**src/rtl/shift_sequencer_pkg.sv**
```systemverilog
// ---------------------------------------------------------------------------
// shift_sequencer_pkg
//   Shared types for the multi-cycle shift sequencer.
//   shmode_t  : shift mode as carried on the mode bus (SH_RSVD behaves as logical)
//   shstate_t : sequencer FSM state
// ---------------------------------------------------------------------------
package shift_sequencer_pkg;

    typedef enum logic [1:0] {
        SH_LOG   = 2'b00,
        SH_ARITH = 2'b01,
        SH_ROT   = 2'b10,
        SH_RSVD  = 2'b11
    } shmode_t;

    typedef enum logic [1:0] {
        S_IDLE  = 2'b00,
        S_SHIFT = 2'b01,
        S_DONE  = 2'b10
    } shstate_t;

endpackage

```
**src/rtl/shift_sequencer_if.sv**
```systemverilog
// ---------------------------------------------------------------------------
// shift_sequencer_if
//   Request/result bundle between the input logic (master) and the shift
//   sequencer (slave).
//   start  : request, sampled by the sequencer only in IDLE or DONE
//   dir    : 0 = right (toward bit 0), 1 = left
//   mode   : 00 logical, 01 arithmetic, 10 rotate, 11 logical
//   amount : total bit positions to shift
//   din    : word loaded on an accepted start
//   q      : working / result register
//   carry  : last bit shifted or rotated out
//   busy   : high while shifting
//   done   : one-cycle pulse when q holds the final result
// ---------------------------------------------------------------------------
interface shift_sequencer_if #(
    parameter int unsigned WIDTH = 8,
    parameter int unsigned CW    = $clog2(WIDTH) + 1
);

    logic             start;
    logic             dir;
    logic [1:0]       mode;
    logic [CW-1:0]    amount;
    logic [WIDTH-1:0] din;
    logic [WIDTH-1:0] q;
    logic             carry;
    logic             busy;
    logic             done;

    modport master (
        output start, dir, mode, amount, din,
        input  q, carry, busy, done
    );

    modport slave (
        input  start, dir, mode, amount, din,
        output q, carry, busy, done
    );

endinterface

```
**src/rtl/shift_sequencer_step.sv**
```systemverilog
// ---------------------------------------------------------------------------
// shift_sequencer_step
//   Combinational single-position shift of a WIDTH-bit word.
//   i_q     : word before this step
//   i_dir   : 0 = right, 1 = left
//   i_mode  : fill rule (logical / arithmetic / rotate; reserved = logical)
//   o_q     : word after this step
//   o_carry : bit that left the word on this step
// ---------------------------------------------------------------------------
module shift_sequencer_step
    import shift_sequencer_pkg::*;
#(
    parameter int unsigned WIDTH = 8
) (
    input  logic [WIDTH-1:0] i_q,
    input  logic             i_dir,
    input  shmode_t          i_mode,
    output logic [WIDTH-1:0] o_q,
    output logic             o_carry
);

    logic w_fill;

    always_comb begin
        w_fill  = 1'b0;
        o_q     = i_q;
        o_carry = 1'b0;
        if (i_dir) begin
            // Left: arithmetic fills like logical, only rotate re-enters the MSB.
            o_carry = i_q[WIDTH-1];
            if (i_mode == SH_ROT) begin
                w_fill = i_q[WIDTH-1];
            end
            o_q = {i_q[WIDTH-2:0], w_fill};
        end else begin
            o_carry = i_q[0];
            case (i_mode)
                SH_ARITH: w_fill = i_q[WIDTH-1];
                SH_ROT:   w_fill = i_q[0];
                default:  w_fill = 1'b0;
            endcase
            o_q = {w_fill, i_q[WIDTH-1:1]};
        end
    end

endmodule

```
**src/rtl/shift_sequencer.sv**
```systemverilog
// ---------------------------------------------------------------------------
// shift_sequencer
//   Clocked multi-cycle shifter. Loads a WIDTH-bit word on an accepted start
//   and shifts it by the requested amount, up to STEP positions per clock,
//   in logical, arithmetic or rotate mode in either direction.
//   i_clk  : rising-edge clock
//   i_rst  : asynchronous active-high reset
//   io_bus : request/result bundle (slave side), see shift_sequencer_if
// ---------------------------------------------------------------------------
module shift_sequencer
    import shift_sequencer_pkg::*;
#(
    parameter int unsigned      WIDTH     = 8,
    parameter int unsigned      STEP      = 1,
    parameter int unsigned      CW        = $clog2(WIDTH) + 1,
    parameter logic [WIDTH-1:0] RESET_VAL = WIDTH'('hAA)
) (
    input  logic               i_clk,
    input  logic               i_rst,
    shift_sequencer_if.slave   io_bus
);

    localparam logic [CW-1:0] STEP_CW = CW'(STEP);

    shstate_t         r_state;
    logic [WIDTH-1:0] r_q;
    logic             r_carry;
    logic             r_busy;
    logic             r_done;
    logic [CW-1:0]    r_rem;
    logic             r_dir;
    shmode_t          r_mode;

    // Outputs of each chained step; entry i holds the word shifted i+1 places.
    logic [WIDTH-1:0] w_sel_q [STEP];
    logic             w_sel_c [STEP];

    logic [CW-1:0]    w_n;
    logic [WIDTH-1:0] w_next_q;
    logic             w_next_c;

    for (genvar gi = 0; gi < STEP; gi++) begin : g_step
        logic [WIDTH-1:0] w_in;
        logic [WIDTH-1:0] w_q;
        logic             w_c;

        if (gi == 0) begin : g_first
            assign w_in = r_q;
        end else begin : g_next
            assign w_in = g_step[gi-1].w_q;
        end

        shift_sequencer_step #(
            .WIDTH (WIDTH)
        ) u_step (
            .i_q     (w_in),
            .i_dir   (r_dir),
            .i_mode  (r_mode),
            .o_q     (w_q),
            .o_carry (w_c)
        );

        assign w_sel_q[gi] = w_q;
        assign w_sel_c[gi] = w_c;
    end

    // Pick the output of stage n = min(STEP, rem). The carry of that stage is
    // the last bit out, since later stages in the chain are discarded.
    always_comb begin
        w_n      = (r_rem > STEP_CW) ? STEP_CW : r_rem;
        w_next_q = r_q;
        w_next_c = r_carry;
        for (int unsigned i = 0; i < STEP; i++) begin
            if (w_n == CW'(i + 1)) begin
                w_next_q = w_sel_q[i];
                w_next_c = w_sel_c[i];
            end
        end
    end

    always_ff @(posedge i_clk or posedge i_rst) begin
        if (i_rst) begin
            r_state <= S_IDLE;
            r_q     <= RESET_VAL;
            r_carry <= 1'b0;
            r_busy  <= 1'b0;
            r_done  <= 1'b0;
            r_rem   <= '0;
            r_dir   <= 1'b0;
            r_mode  <= SH_LOG;
        end else begin
            case (r_state)
                S_IDLE, S_DONE: begin
                    r_busy <= 1'b0;
                    r_done <= 1'b0;
                    if (io_bus.start) begin
                        r_q     <= io_bus.din;
                        r_carry <= 1'b0;
                        r_rem   <= io_bus.amount;
                        r_dir   <= io_bus.dir;
                        r_mode  <= shmode_t'(io_bus.mode);
                        if (io_bus.amount == '0) begin
                            // Nothing to shift: straight to the result cycle.
                            r_state <= S_DONE;
                            r_done  <= 1'b1;
                        end else begin
                            r_state <= S_SHIFT;
                            r_busy  <= 1'b1;
                        end
                    end else begin
                        r_state <= S_IDLE;
                    end
                end

                S_SHIFT: begin
                    // start is deliberately not looked at here.
                    r_q     <= w_next_q;
                    r_carry <= w_next_c;
                    r_rem   <= r_rem - w_n;
                    if (r_rem == w_n) begin
                        r_state <= S_DONE;
                        r_busy  <= 1'b0;
                        r_done  <= 1'b1;
                    end
                end

                default: begin
                    r_state <= S_IDLE;
                    r_busy  <= 1'b0;
                    r_done  <= 1'b0;
                end
            endcase
        end
    end

    assign io_bus.q     = r_q;
    assign io_bus.carry = r_carry;
    assign io_bus.busy  = r_busy;
    assign io_bus.done  = r_done;

endmodule

```
**src/flat_wrapper.sv**
```systemverilog
// flat-port wrapper written by rule: the top's interface ports become plain ports
module shift_sequencer_flat import shift_sequencer_pkg::*;
#(
    parameter int unsigned      WIDTH     = 8,
    parameter int unsigned      STEP      = 1,
    parameter int unsigned      CW        = $clog2(WIDTH) + 1,
    parameter logic [WIDTH-1:0] RESET_VAL = WIDTH'('hAA)
)
  (i_clk, i_rst, io_bus_start, io_bus_dir, io_bus_mode, io_bus_amount, io_bus_din, io_bus_q, io_bus_carry, io_bus_busy, io_bus_done);
  shift_sequencer_if #(.WIDTH(WIDTH), .CW(CW)) io_bus_i ();
  input  logic i_clk;
  input  logic i_rst;
  input wire logic [$bits(io_bus_i.start)-1:0] io_bus_start;
  input wire logic [$bits(io_bus_i.dir)-1:0] io_bus_dir;
  input wire logic [$bits(io_bus_i.mode)-1:0] io_bus_mode;
  input wire logic [$bits(io_bus_i.amount)-1:0] io_bus_amount;
  input wire logic [$bits(io_bus_i.din)-1:0] io_bus_din;
  output wire logic [$bits(io_bus_i.q)-1:0] io_bus_q;
  output wire logic [$bits(io_bus_i.carry)-1:0] io_bus_carry;
  output wire logic [$bits(io_bus_i.busy)-1:0] io_bus_busy;
  output wire logic [$bits(io_bus_i.done)-1:0] io_bus_done;
  assign io_bus_i.start = io_bus_start;
  assign io_bus_i.dir = io_bus_dir;
  assign io_bus_i.mode = io_bus_mode;
  assign io_bus_i.amount = io_bus_amount;
  assign io_bus_i.din = io_bus_din;
  assign io_bus_q = io_bus_i.q;
  assign io_bus_carry = io_bus_i.carry;
  assign io_bus_busy = io_bus_i.busy;
  assign io_bus_done = io_bus_i.done;
  shift_sequencer #(.WIDTH(WIDTH), .STEP(STEP), .CW(CW), .RESET_VAL(RESET_VAL)) u_core (.i_clk(i_clk), .i_rst(i_rst), .io_bus(io_bus_i));
endmodule
```
**config.mk**
```make
export PLATFORM = sky130hd
export DESIGN_NAME = shift_sequencer_flat
export DESIGN_NICKNAME = d
export VERILOG_FILES = /design/src/rtl/shift_sequencer_pkg.sv /design/src/rtl/shift_sequencer_if.sv /design/src/rtl/shift_sequencer_step.sv /design/src/rtl/shift_sequencer.sv /design/src/flat_wrapper.sv
export SDC_FILE = /design/constraint.sdc
export NUM_CORES = 1
export LEC_CHECK = 0
export CORE_MARGIN = 2
export CORE_UTILIZATION = 47
export DETAILED_ROUTE_END_ITERATION = 8
export GPL_TIMING_DRIVEN = 1
export MAX_ROUTING_LAYER = met4
export PLACE_DENSITY = 0.82
export SLEW_MARGIN = 15
export SYNTH_ARGS = -nofsm -noshare
export SYNTH_HDL_FRONTEND = slang
export SYNTH_SLANG_ARGS = --single-unit
```
**constraint.sdc**
```tcl
create_clock -name i_clk -period 1.9 [get_ports i_clk]
set_input_delay 0.285 -clock i_clk [delete_from_list [all_inputs] [get_ports i_clk]]
set_output_delay 0.285 -clock i_clk [all_outputs]
set_load 0.005 [all_outputs]
```
==> results_slide.txt <==
Physical Implementation Snapshot

Outcome
  – Status: finished clean

Final layout
  – Area growth, synth to finish: 31.3%
  – Fin util: 0.648
  – Final instance area: 1430 sq um
  – Nets@finish: approximately 150
  – Most frequent cells in the layout: clkdlybuf4s50_1, dfrtp_1, nand2_1
  – Most numerous logic cell after layout: clkdlybuf4s50_1
  – Ant diodes: 0

Power and ir drop
  – Leakage: 0.587 nW
  – Design Power: 2.41 mW

Worst setup path
  – Worst endpoint data arrival time: 1.40 ns
  – Crit path DRT: approximately 1.6 ns
  – Startpoint types: flop
  – R2r endpoint: u_core.io_bus.busy
  – Worst-path fanout max: 6
  – CP cell instances: clkdlybuf4s50_1
  – Critical R2R Launch: u_core.r_rem[2]
  – Slowest stage delay, CP: approximately 0.6 ns
  – Slowest CP cell: dfstp_2
  – Worst Setup End Kind: output pin
  – R2R depth: 6
  – Top delay family on crit path: flip-flops

Synthesis
  – Synth top area cells: dfrtp_1, dfstp_2, mux2_2
  – # Cells Yosys: 100
  – Post-synth regs: 19
  – Mapped Cells: 100
  – Cell Type Count: 40
  – Yosys stat area: between 1000 and 1500 sq um
  – Largest type area fraction: 0.344
  – Ys async rst share: 1.00
  – Post-synth top area cell: dfrtp_1
  – Commonest flop: dfrtp_1
  – Synth cell count leaders: dfrtp_1, nand2_1, o22ai_1
  – Most instantiated library cell after synthesis: dfrtp_1
  – Post-synth EDFFs: 0
  – Seq/Total Area, Yosys: 0.440
  – Post-Syn Area: 1090 sq um

Placed design
  – Placed cells: 155
  – Count of input and output buffers: 28
  – Gpl congestion: 0.820
  – Placed cell area: 1410 sq um

Clock network
  – CTS tree: done
  – Hold_buf cts: 0
  – Clock Tree Buf Depth: 2
  – H-tree levels: 1
  – Post-CTS Setup Bufs: 0
  – Clock-pin transition on the worst setup and hold timing paths: 0.10 ns
  – CTS Buf Count: 3
  – Clk latency late pin: 0.29 ns

Job
  – Tool warnings: 27
  – Max cap viols: 0

STA
  – Setup TNS: 0 ns
  – Rel. slew slack: 0.661
  – Final Cycle Share: 0.887
  – Least-Margin Pin Slew: 0.508 ns
  – Hold_ws: 0.293 ns
  – Crit path time final: 1.68 ns
  – Worst setup margin: around 0.22 ns
  – Final hold vios: 0
  – Final Setup Violations: 0
  – Maximum clock rate: 594 MHz

Global route
  – Grt met3 use: 0.0257
  – Met2 Use GR: 0.373
  – Largest net degree at the start of global routing: 20
  – Initial antenna violation count: 0
  – First-pass GRT wire length: 4020 microns
  – Global route overflow: 0
  – Vias in the first global route: between 900 and 1000

Die
  – Rows: 17
  – FP Core Util: 0.494
  – # IOs: 29
  – Chip area: 2730 sq um
  – Core area: 2210 sq um

Routing
  – Via count: 919
  – Avg WL per Cell: between 15 and 20 microns
  – Final antenna-violating net count: 0
  – Pre-antenna DRT Iters: 4
  – Final wirelength: 2390 microns
  – Vias/cell: 5.78

Worst hold path
  – HP Class: in -> async
layer usage:
metal  wire (microns)  part of all wire  up-vias
met5                0                 0        -
met4               13            0.0054        0
met3               98             0.041        4
met2             1240              0.52       27
met1             1040              0.44      448
li1                 -                 -      440
cell type report:
type	count	area, sq um
Tap cell	28	35.0
Timing Repair Buffer	32	310
Sequential cell	19	480
Multi-Input combinational cell	71	563
Inverter	5	18.8
Fill cell	189	778
Clock buffer	4	26.3
worst max path at each step:
stage / startpoint / end / slack [ns] / cells past startpoint
2_1_floorplan: u_core.r_rem[2] / u_core.io_bus.busy / 0.44 / 6
3_3_place_gp: io_bus_start / u_core.io_bus.carry / 0.30 / 4
3_5_place_dp: io_bus_start / u_core.io_bus.carry / 0.22 / 4
4_1_cts: u_core.io_bus.q[7] / io_bus_q[7] / 0.21 / 1
5_1_grt: u_core.io_bus.q[7] / io_bus_q[7] / 0.14 / 1
6_report: u_core.io_bus.q[7] / io_bus_q[7] / 0.22 / 1
state kept, by name, summed over array words and instances, names as in the netlist:
register	count
u_core.io_bus.carry	1
u_core.io_bus.q	8
u_core.r_mode	2
u_core.r_rem	4
u_core.r_dir	1
u_core.r_state	2
u_core.io_bus.busy	1
logic make-up after synthesis:
| kind of cell | synth area share |
|---|---|
| adders and majority gates | 0.0229 |
| muxes | 0.110 |
| and+or+nand+nor | 0.202 |
| AOI/OAI and AO/OA | 0.181 |
| buffers and inverters | 0.0447 |
| DFF | 0.440 |
where the power goes:
part	switching [mW]	total, mW	leakage [nW]	internal (mW)
Combinational	0.508	1.29	0.349	0.782
Sequential	0.275	0.918	0.223	0.643
Clock	0.121	0.202	0.0150	0.0817
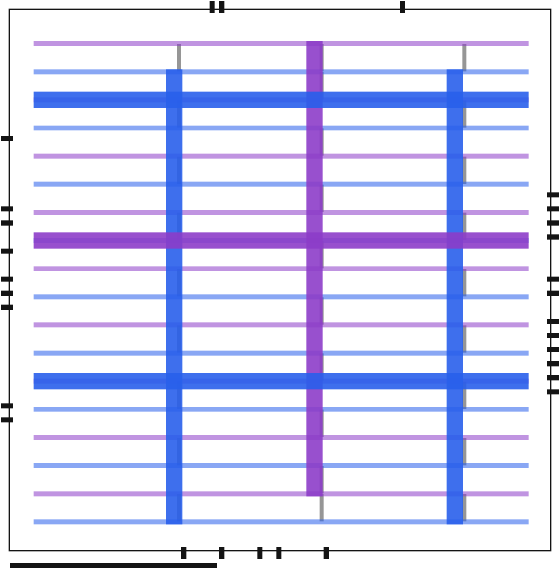
*PDN straps and rails*
Bar = 20 microns. Pins as bars on the die edge. Tap cells in gray.
VSS -> blue
VDD -> purple
met4 straps = 3
met1 rails = 18
signal pins = 29
met5 straps = 3

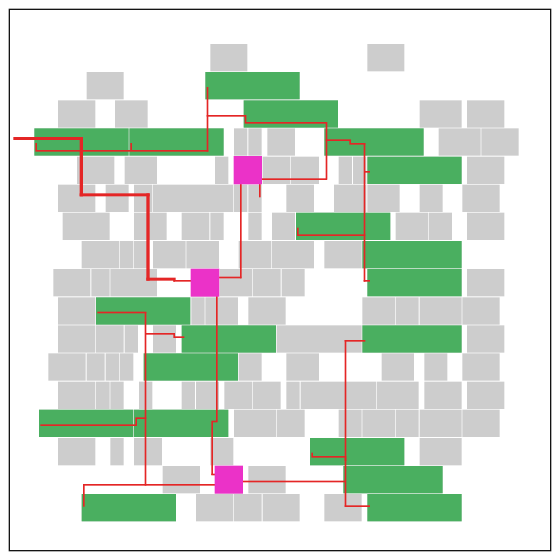
*Clock wires, drivers and flops*
clock wires -> red  # length 228 microns
cells driving clock nets -> magenta  # count 3
flip-flops -> green  # count 19
routed clock nets = 4

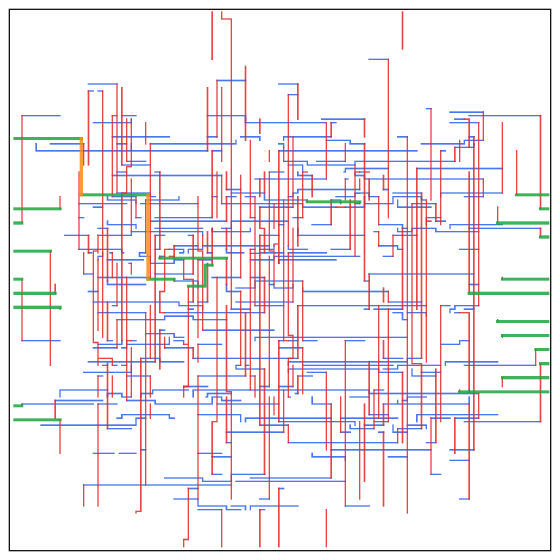
*Signal wires by layer*
met2 -> red  # wire length 1240 microns
met3 -> green  # wire length 98.9 microns
met4 -> orange  # wire length 13.6 microns
met1 -> blue  # wire length 1040 microns

No activity file was given, so power comes from the tool's default toggle rates.
